## src/rtl/cache_pkg.sv

```systemverilog
// Shared encodings for the cache cell controller.
//   op_e    : command opcodes carried on cmd_op
//   st_e    : response status codes carried on resp_status
//   state_e : controller FSM states
package cache_pkg;

    typedef enum logic [1:0] {
        OP_RSVD = 2'b00,
        OP_GET  = 2'b01,
        OP_SET  = 2'b10,
        OP_DEL  = 2'b11
    } op_e;

    typedef enum logic [1:0] {
        ST_OK   = 2'b00,
        ST_MISS = 2'b01,
        ST_FULL = 2'b10,
        ST_ERR  = 2'b11
    } st_e;

    typedef enum logic [1:0] {
        IDLE  = 2'b00,
        SCAN  = 2'b01,
        WRITE = 2'b10,
        RESP  = 2'b11
    } state_e;

endpackage

```

## src/rtl/cell_onehot_decoder.sv

```systemverilog
// Index to one-hot decoder with enable.
//   idx    : binary cell index
//   en     : when low, all outputs are zero
//   onehot : NUM_CELLS-wide one-hot select
module cell_onehot_decoder #(
    parameter int NUM_CELLS = 8,
    parameter int IDX_W     = $clog2(NUM_CELLS)
) (
    input  logic [IDX_W-1:0]     idx,
    input  logic                 en,
    output logic [NUM_CELLS-1:0] onehot
);

    for (genvar i = 0; i < NUM_CELLS; i++) begin : g_bit
        assign onehot[i] = en && (idx == IDX_W'(i));
    end

endmodule

```

## src/rtl/cache_cell_controller.sv

```systemverilog
// Command-side controller for the memory cell array.
//   cmd_*      : GET/SET/DEL request channel (valid/ready)
//   cell_read  : one-hot read select, one cell per SCAN cycle
//   cell_write : one-hot write strobe, one cycle in WRITE
//   wr_*       : latched command fields, held for the whole transaction
//   rd_key/rd_value : combinational readback of the selected cell
//   resp_*     : status/value response channel (valid/ready)
//   occupied   : per-cell valid bits owned by this block
module cache_cell_controller
    import cache_pkg::*;
#(
    parameter int NUM_CELLS   = 8,
    parameter int KEY_WIDTH   = 8,
    parameter int VALUE_WIDTH = 64,
    parameter int TTL_WIDTH   = 32
) (
    input  logic                   clk,
    input  logic                   rst_n,
    input  logic                   cmd_valid,
    output logic                   cmd_ready,
    input  logic [1:0]             cmd_op,
    input  logic [KEY_WIDTH-1:0]   cmd_key,
    input  logic [VALUE_WIDTH-1:0] cmd_value,
    input  logic [TTL_WIDTH-1:0]   cmd_ttl,
    output logic [NUM_CELLS-1:0]   cell_read,
    output logic [NUM_CELLS-1:0]   cell_write,
    output logic [KEY_WIDTH-1:0]   wr_key,
    output logic [VALUE_WIDTH-1:0] wr_value,
    output logic [TTL_WIDTH-1:0]   wr_ttl,
    input  logic [KEY_WIDTH-1:0]   rd_key,
    input  logic [VALUE_WIDTH-1:0] rd_value,
    output logic                   resp_valid,
    input  logic                   resp_ready,
    output logic [1:0]             resp_status,
    output logic [VALUE_WIDTH-1:0] resp_value,
    output logic [NUM_CELLS-1:0]   occupied
);

    localparam int IDX_W = $clog2(NUM_CELLS);
    localparam logic [IDX_W-1:0] LAST_IDX = IDX_W'(NUM_CELLS - 1);

    state_e           state, nxt;
    op_e              op_q;
    logic [IDX_W-1:0] idx, free_idx, target;
    logic             free_found;
    logic             rd_en, wr_en;

    logic accept, hit, last, free_avail;
    logic [IDX_W-1:0] free_sel;

    assign accept     = cmd_valid && cmd_ready;
    assign hit        = occupied[idx] && (rd_key == wr_key);
    assign last       = (idx == LAST_IDX);
    // The cell under scan counts as free if nothing lower was free.
    assign free_avail = free_found || !occupied[idx];
    assign free_sel   = free_found ? free_idx : idx;

    // State register
    always_ff @(posedge clk or negedge rst_n) begin
        if (!rst_n) state <= IDLE;
        else        state <= nxt;
    end

    // Next-state logic
    always_comb begin
        nxt = state;
        case (state)
            IDLE:  if (accept) nxt = (cmd_op == OP_RSVD) ? RESP : SCAN;
            SCAN: begin
                if (hit)       nxt = (op_q == OP_SET) ? WRITE : RESP;
                else if (last) nxt = (op_q == OP_SET && free_avail) ? WRITE : RESP;
            end
            WRITE: nxt = RESP;
            RESP:  if (resp_ready) nxt = IDLE;
            default: nxt = IDLE;
        endcase
    end

    // Output logic
    always_comb begin
        cmd_ready  = (state == IDLE);
        resp_valid = (state == RESP);
        rd_en      = (state == SCAN);
        wr_en      = (state == WRITE);
    end

    cell_onehot_decoder #(.NUM_CELLS(NUM_CELLS), .IDX_W(IDX_W)) u_rd_dec (
        .idx(idx), .en(rd_en), .onehot(cell_read)
    );

    cell_onehot_decoder #(.NUM_CELLS(NUM_CELLS), .IDX_W(IDX_W)) u_wr_dec (
        .idx(target), .en(wr_en), .onehot(cell_write)
    );

    // Datapath: latched command, scan bookkeeping, occupancy, response.
    always_ff @(posedge clk or negedge rst_n) begin
        if (!rst_n) begin
            op_q        <= OP_RSVD;
            wr_key      <= '0;
            wr_value    <= '0;
            wr_ttl      <= '0;
            idx         <= '0;
            free_idx    <= '0;
            free_found  <= 1'b0;
            target      <= '0;
            occupied    <= '0;
            resp_status <= ST_OK;
            resp_value  <= '0;
        end else begin
            case (state)
                IDLE: if (accept) begin
                    op_q       <= op_e'(cmd_op);
                    wr_key     <= cmd_key;
                    wr_value   <= cmd_value;
                    wr_ttl     <= cmd_ttl;
                    idx        <= '0;
                    free_found <= 1'b0;
                    resp_value <= '0;
                    resp_status <= (cmd_op == OP_RSVD) ? ST_ERR : ST_OK;
                end
                SCAN: begin
                    if (hit) begin
                        case (op_q)
                            OP_GET: begin
                                resp_value  <= rd_value;
                                resp_status <= ST_OK;
                            end
                            OP_SET: target <= idx;
                            OP_DEL: begin
                                occupied[idx] <= 1'b0;
                                resp_status   <= ST_OK;
                            end
                            default: resp_status <= ST_ERR;
                        endcase
                    end else begin
                        if (!occupied[idx] && !free_found) begin
                            free_found <= 1'b1;
                            free_idx   <= idx;
                        end
                        if (!last) begin
                            idx <= idx + 1'b1;
                        end else if (op_q == OP_SET) begin
                            if (free_avail) target <= free_sel;
                            else            resp_status <= ST_FULL;
                        end else begin
                            resp_status <= ST_MISS;
                        end
                    end
                end
                WRITE: begin
                    occupied[target] <= 1'b1;
                    resp_status      <= ST_OK;
                end
                default: ;
            endcase
        end
    end

endmodule

```

## config.mk

```make
export PLATFORM = sky130hd
export DESIGN_NAME = cache_cell_controller
export DESIGN_NICKNAME = d
export VERILOG_FILES = /design/src/rtl/cache_pkg.sv /design/src/rtl/cell_onehot_decoder.sv /design/src/rtl/cache_cell_controller.sv
export SDC_FILE = /design/constraint.sdc
export NUM_CORES = 1
export LEC_CHECK = 0
export CAP_MARGIN = 20
export CORE_MARGIN = 8
export CORE_UTILIZATION = 37
export DETAILED_ROUTE_END_ITERATION = 8
export PLACE_DENSITY_LB_ADDON = 0.12
export SETUP_SLACK_MARGIN = 0.2
export SYNTH_ARGS = -nofsm -noshare
export SYNTH_HDL_FRONTEND = slang
export SYNTH_SLANG_ARGS = --single-unit
```

## constraint.sdc

```tcl
create_clock -name clk -period 2.2 [get_ports clk]
set_input_delay 0.33 -clock clk [delete_from_list [all_inputs] [get_ports clk]]
set_output_delay 0.33 -clock clk [all_outputs]
set_load 0.01 [all_outputs]
```

Run 1, track usage over the die:
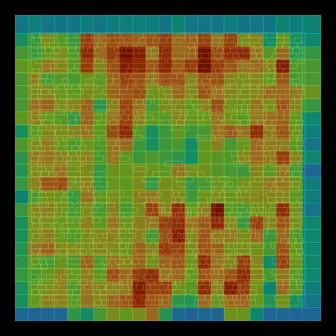
met2 Track Usage GR: 0.343
utilization after layout: 0.627
DR WL/cell: 22.0 um

Run 1, sequential cells coloured by netlist name:
Drawn at 2 px/um. Other sequential cells in the stronger grey, the rest of the logic in the fainter grey.
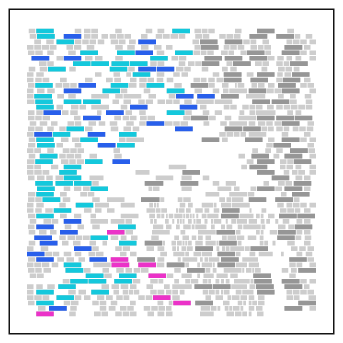
Key: magenta = wr_key [placed flops 8]; blue = wr_ttl [placed flops 32]; cyan = wr_value [placed flops 64]
sequential standard cell area: 4810 sq um
Power Sequential: 5.36 mW

Run 1, cell sizes after repair:
Drawn at 3 px/um.
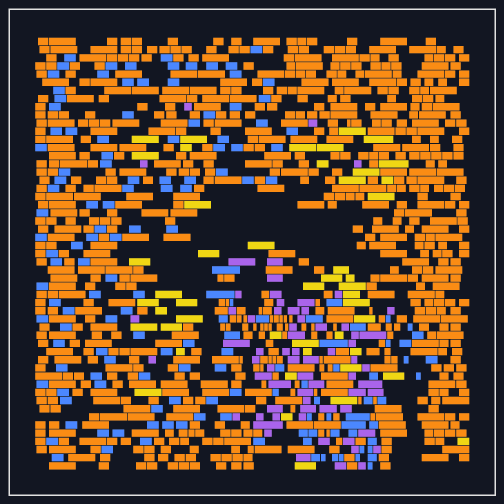
Key: yellow = x6 and larger [cells 47]; purple = x3 and x4 [cells 67]; blue = x2 [cells 152]; orange = x1 and smaller [cells 701]
synth-to-layout area growth: 67.4%
final instance area: 13100 sq um
Signal buffers: 426

==> impl_metrics.ini, run 1 <==
; synthesis and place-and-route metrics
[clocking]
clock-sinks = 192
root_buffer = clkbuf_16
cts_tree = yes
holdBufCountCts = 1
clock_latency_ps = 430
h-tree-depth = 4
ctsResizeCount = 108
postCtsSetupBuffers = 6

[placed_design]
dpl_cell_area_sq_um = 12100
place.port_buffers = 377
dp_hpwl_um = 20700
gp_congestion = 0.841
post-place-ws_ps = -120
dp.cells = 1196

[global_route]
grt_pass1_vias = 6963
grt_max_degree = 57
grt_pass1_wl_um = 41400
met3_usage = 0.0812
met1_usage = 0.227
grt_overflow = 0
track_usage = 0.205
antenna_found_initial = 0

[min_path]
min_path_type = in2async

[detailed_routing]
drt-total-wl_um = 27400
ant_nets = 0
wl_met1_um = 10400
top_layer_used = met4
met3WireLength_um = 2600
drt_pass1_iterations = 6
wl_met2_um = 13500
drt_iter0_drc = 297
via_per_inst = 5.05

[run]
warnings = 36
cap_violations = 0

[synthesis]
synthMostInstantiatedCell = dfrtp_1
synthArstFlopShare = 1.00
synth_nets = 731
edf_count = 0
avgSynthCellArea_sq_um = 14.5
netlist_area_sq_um = 7830
top_cells_by_count = 192 x dfrtp_1, 111 x mux2_2, 64 x a22o_1
synth-main-ff-cell = dfrtp_1
yosysCellCount = 539
ys_area_sq_um = 7830

[worst_setup_path]
slowest_stage = mux4_2
critPathArrivalTime_ps = 2510
critPathBufInv = 1
critPathRequiredTime_ps = 2510
cp_cell_sequence = buf_12, mux4_2, mux2_4, a311o_1, o211ai_2, mux2_4
r2r-start = idx[0]$_DFFE_PN0P_
cpMostUsedCell = mux2_4
critPathKind = reg2reg
path_max_fanout = 2
r2r_cells = 6
path_delay_family = multiplexers
slowest_delay_ps = 530
startpoint_type = flop

[power_and_ir_drop]
clock_power_mw = 2.94
swShare = 0.340
power_switching_mw = 5.20
ir_drop_uv = 729
power.density_nw_per_um2 = 1170
p_total_mw = 15.3
pwr-share-seq = 0.350
top_power_group = combinational cells
pwr-share-clk = 0.192

[status]
status = complete, no violations

[floorplanning]
pin_count = 378
die_h_um = 161
fp_util = 0.375
die_area_sq_um = 26100

[timing]
setup_viol = 0
slew_headroom = 0.677
rsz0062_at_grt = true
setup_slack_ps = 2.81
tightest_slew_ps = 484
fin_tns_setup_ps = 0
fin_crit_sh = 0.999

[finish]
drive_gt1_frac = 0.275
comb_area_sq_um = 3040
final_cells = 1242
n_fill_cell = 1619
fin_nets = 1147
-- run 1: layout make-up --
type / instances / share of cell area
flip-flops and latches: 192 / 0.367
repair buffers: 426 / 0.329
multi-input cells: 308 / 0.232
clock buffers: 18 / 0.0327
well taps: 275 / 0.0263
clock inverters: 13 / 0.00945
inverters: 10 / 0.00391
-- run 1: flip-flops by register name, indices dropped and copies added (netlist names) --
signal,count
free_found,1
idx,3
resp_value,64
wr_value,64
resp_status,2
op_q,2
wr_key,8
free_idx,3
state,2
occupied,8
target,3
wr_ttl,32
-- run 1: how the worst max path moves through the flow --
stage	start	to	slack, ps	cells after the start
after floorplan	idx[0]$_DFFE_PN0P_	resp_status[1]$_DFFE_PN0P_	40	5
after global placement	rd_key[0]	target[0]$_DFFE_PN0P_	-100	7
after detailed placement	rd_key[0]	target[0]$_DFFE_PN0P_	-120	7
after CTS	idx[0]$_DFFE_PN0P_	resp_status[0]$_DFFE_PN0P_	7	6
after global routing	idx[0]$_DFFE_PN0P_	resp_value[39]$_DFFE_PN0P_	-50	8
final	idx[0]$_DFFE_PN0P_	resp_status[1]$_DFFE_PN0P_	3	6
-- run 1: cells in the final DEF (no fill, tap or decap), types with 10 or more instances in the layout --
master           netlist  routed
dfrtp_1              192     189
buf_2                  0      13
buf_12                 0      10
clkdlybuf4s50_1        0     358
clkbuf_16              0      19
nor2_1                17      11
mux2_2               111     106
buf_4                  0      28
a21oi_2                0      13
a22o_1                64      64
-- run 1: cell families after synthesis --
| group | synth area share |
|---|---|
| buffers and inverters | 0.0340 |
| xor gates and xnor gates | 0.00895 |
| muxes | 0.174 |
| adders and majority gates | 0.0160 |
| AOI/OAI and AO/OA | 0.112 |
| and+or+nand+nor | 0.0411 |
| DFF | 0.614 |
==> run 2: changes to the inputs <==
==> constraint.sdc (replaced) <==
create_clock -name clk -period 2.2 [get_ports clk]
set_input_delay 0.44 -clock clk [delete_from_list [all_inputs] [get_ports clk]]
set_output_delay 0.44 -clock clk [all_outputs]
set_load 0.01 [all_outputs]
Run 2, sequential cells coloured by netlist name:
Drawn at 2 px/um. Other sequential cells in the stronger grey, the rest of the logic in the fainter grey.
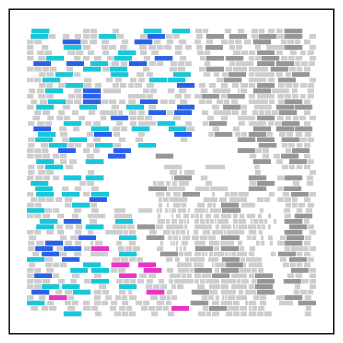
Power Sequential: 5.33 mW
Seq area share: 0.356
utilization after layout: 0.647

Run 2, signal wires on met2:
Drawn at 2 px/um.
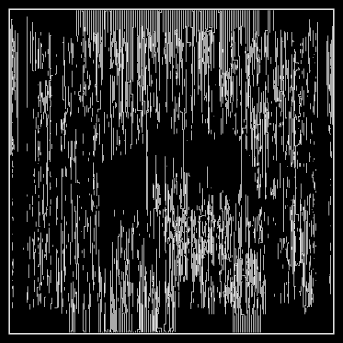
The layer holds 51% of the routed length. The wires run mostly vertical. The layer carries 14200 um of wire. The longest straight run is 67.5 um. 1093 nets have wire on it.
met2 Track Usage GR: 0.346
Vias: 6470
Routed WL: 28000 um

==> impl_metrics.ini, run 2 <==
; synthesis and place-and-route metrics
[timing]
slew_headroom = 0.712
fin_crit_sh = 1.00
setup_slack_ps = -3.25
setup_viol = 2

[floorplanning]
fp_util = 0.375
pin_count = 378
die_h_um = 161
die_area_sq_um = 26100

[global_route]
antenna_found_initial = 0
met3_usage = 0.0830
grt_max_degree = 72
track_usage = 0.204
met1_usage = 0.230
grt_pass1_wl_um = 41300

[status]
violations = setup timing
status = complete, but fails checks

[finish]
lay_top_count = clkdlybuf4s50_1
area_delta_synth_final_pct = 72.6
lay_top_cells = 358 x clkdlybuf4s50_1, 189 x dfrtp_1, 106 x mux2_2
final_cells = 1262
drive_gt1_frac = 0.297

[clocking]
holdBufCountCts = 1
clock-sinks = 192
postCtsSetupBuffers = 13
root_buffer = clkbuf_16
ctsResizeCount = 111
clock_latency_ps = 430

[worst_setup_path]
critPathBufInv = 1
slowest_stage = mux4_2
r2r-start = idx[0]$_DFFE_PN0P_
slowest_delay_ps = 530
critPathArrivalTime_ps = 2500
cpMostUsedCell = mux2_4
startpoint_type = flop
critPathKind = reg2reg
r2r_cells = 6
path_depth = 6
path_max_fanout = 2

[detailed_routing]
top_layer_used = met4
wl_per_cell_um = 22.2
ant_nets = 0
met3WireLength_um = 2730
wl_met1_um = 10500
wl_met2_um = 14200

[min_path]
min_path_type = in2async

[synthesis]
synthArstFlopShare = 1.00
edf_count = 0
top_cells_by_count = 192 x dfrtp_1, 111 x mux2_2, 64 x a22o_1
synth_nets = 731
yosysCellCount = 539
synthMostInstantiatedCell = dfrtp_1

[power_and_ir_drop]
pwr-share-seq = 0.328
p_total_mw = 16.3
pwr-share-clk = 0.186
power.density_nw_per_um2 = 1200

[placed_design]
dp_hpwl_um = 20200
place.port_buffers = 377
dp.cells = 1198

[run]
cap_violations = 0
Run 2, cell sizes after repair:
Drawn at 3 px/um.
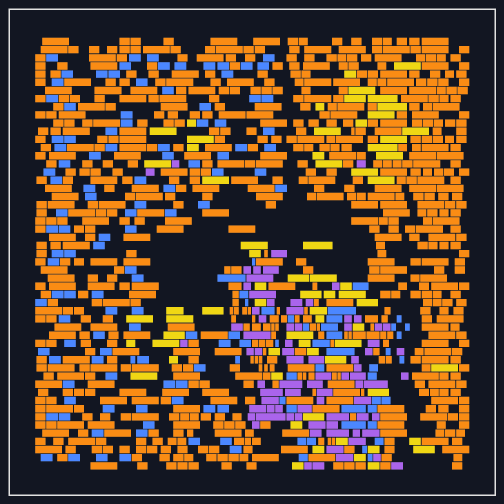
Key: yellow = x6 and larger [cells 67]; orange = x1 and smaller [cells 694]; purple = x3 and x4 [cells 78]; blue = x2 [cells 148]

[run 2: worst register-to-register path: cells and delay by family (launching register included)]
kind	cells	cell delay, ps
AOI/OAI and AO/OA	2	440
buffers and inverters	1	110
DFF	1	370
muxes	3	1180
[run 2: power by group through the flow]
| stage | Clock, mW | Sequential [mW] | Combinational [mW] |
|---|---|---|---|
| 2_1_floorplan | 0 | 5.77 | 2.69 |
| 6_report | 3.03 | 5.33 | 7.91 |
| 3_5_place_dp | 0 | 5.36 | 6.69 |
| 3_3_place_gp | 0 | 5.31 | 6.56 |
| 5_1_grt | 3.26 | 5.49 | 8.38 |
| 4_1_cts | 3.11 | 5.33 | 7.25 |
[run 2: layout make-up]
type / instances / area, sq um
clock buffer: 18 / 429
clock inverter: 14 / 143
fill: 1529 / 7370
inverter: 10 / 42.5
multi-input combinational: 308 / 3140
sequential: 192 / 4810
tap: 275 / 344
timing repair buffer: 445 / 4600
[run 2: cells by family (layout without fill, tap and decap cells)]
logic type               after synthesis  after routing  synth area share
buffers and inverters                 39            487            0.0340
AND/OR/NAND/NOR                       63             63            0.0411
AND-OR/OR-AND                        109            109             0.112
XOR/XNOR                               8              8           0.00895
flip-flops                           192            192             0.614
adder cells (fa/ha/maj)               10             10            0.0160
multiplexers                         118            118             0.174
[run 2: stage by stage]
step / area (sq um) / setup WS [ps] / util / hold slack (ps) / setup TNS, ps
2_1_floorplan: 7870 / 41.1 / - / 144 / 0
3_3_place_gp: 12100 / -208 / 0.580 / 348 / -11880
3_5_place_dp: 12100 / -222 / 0.580 / 345 / -13650
4_1_cts: 13000 / 10.1 / 0.622 / 472 / 0
5_1_grt: 13500 / -54.2 / 0.647 / 483 / -555
6_report: 13500 / -3.25 / 0.647 / 473 / -3.82
Power figures rest on the tool's default switching activity, not on a simulated workload.
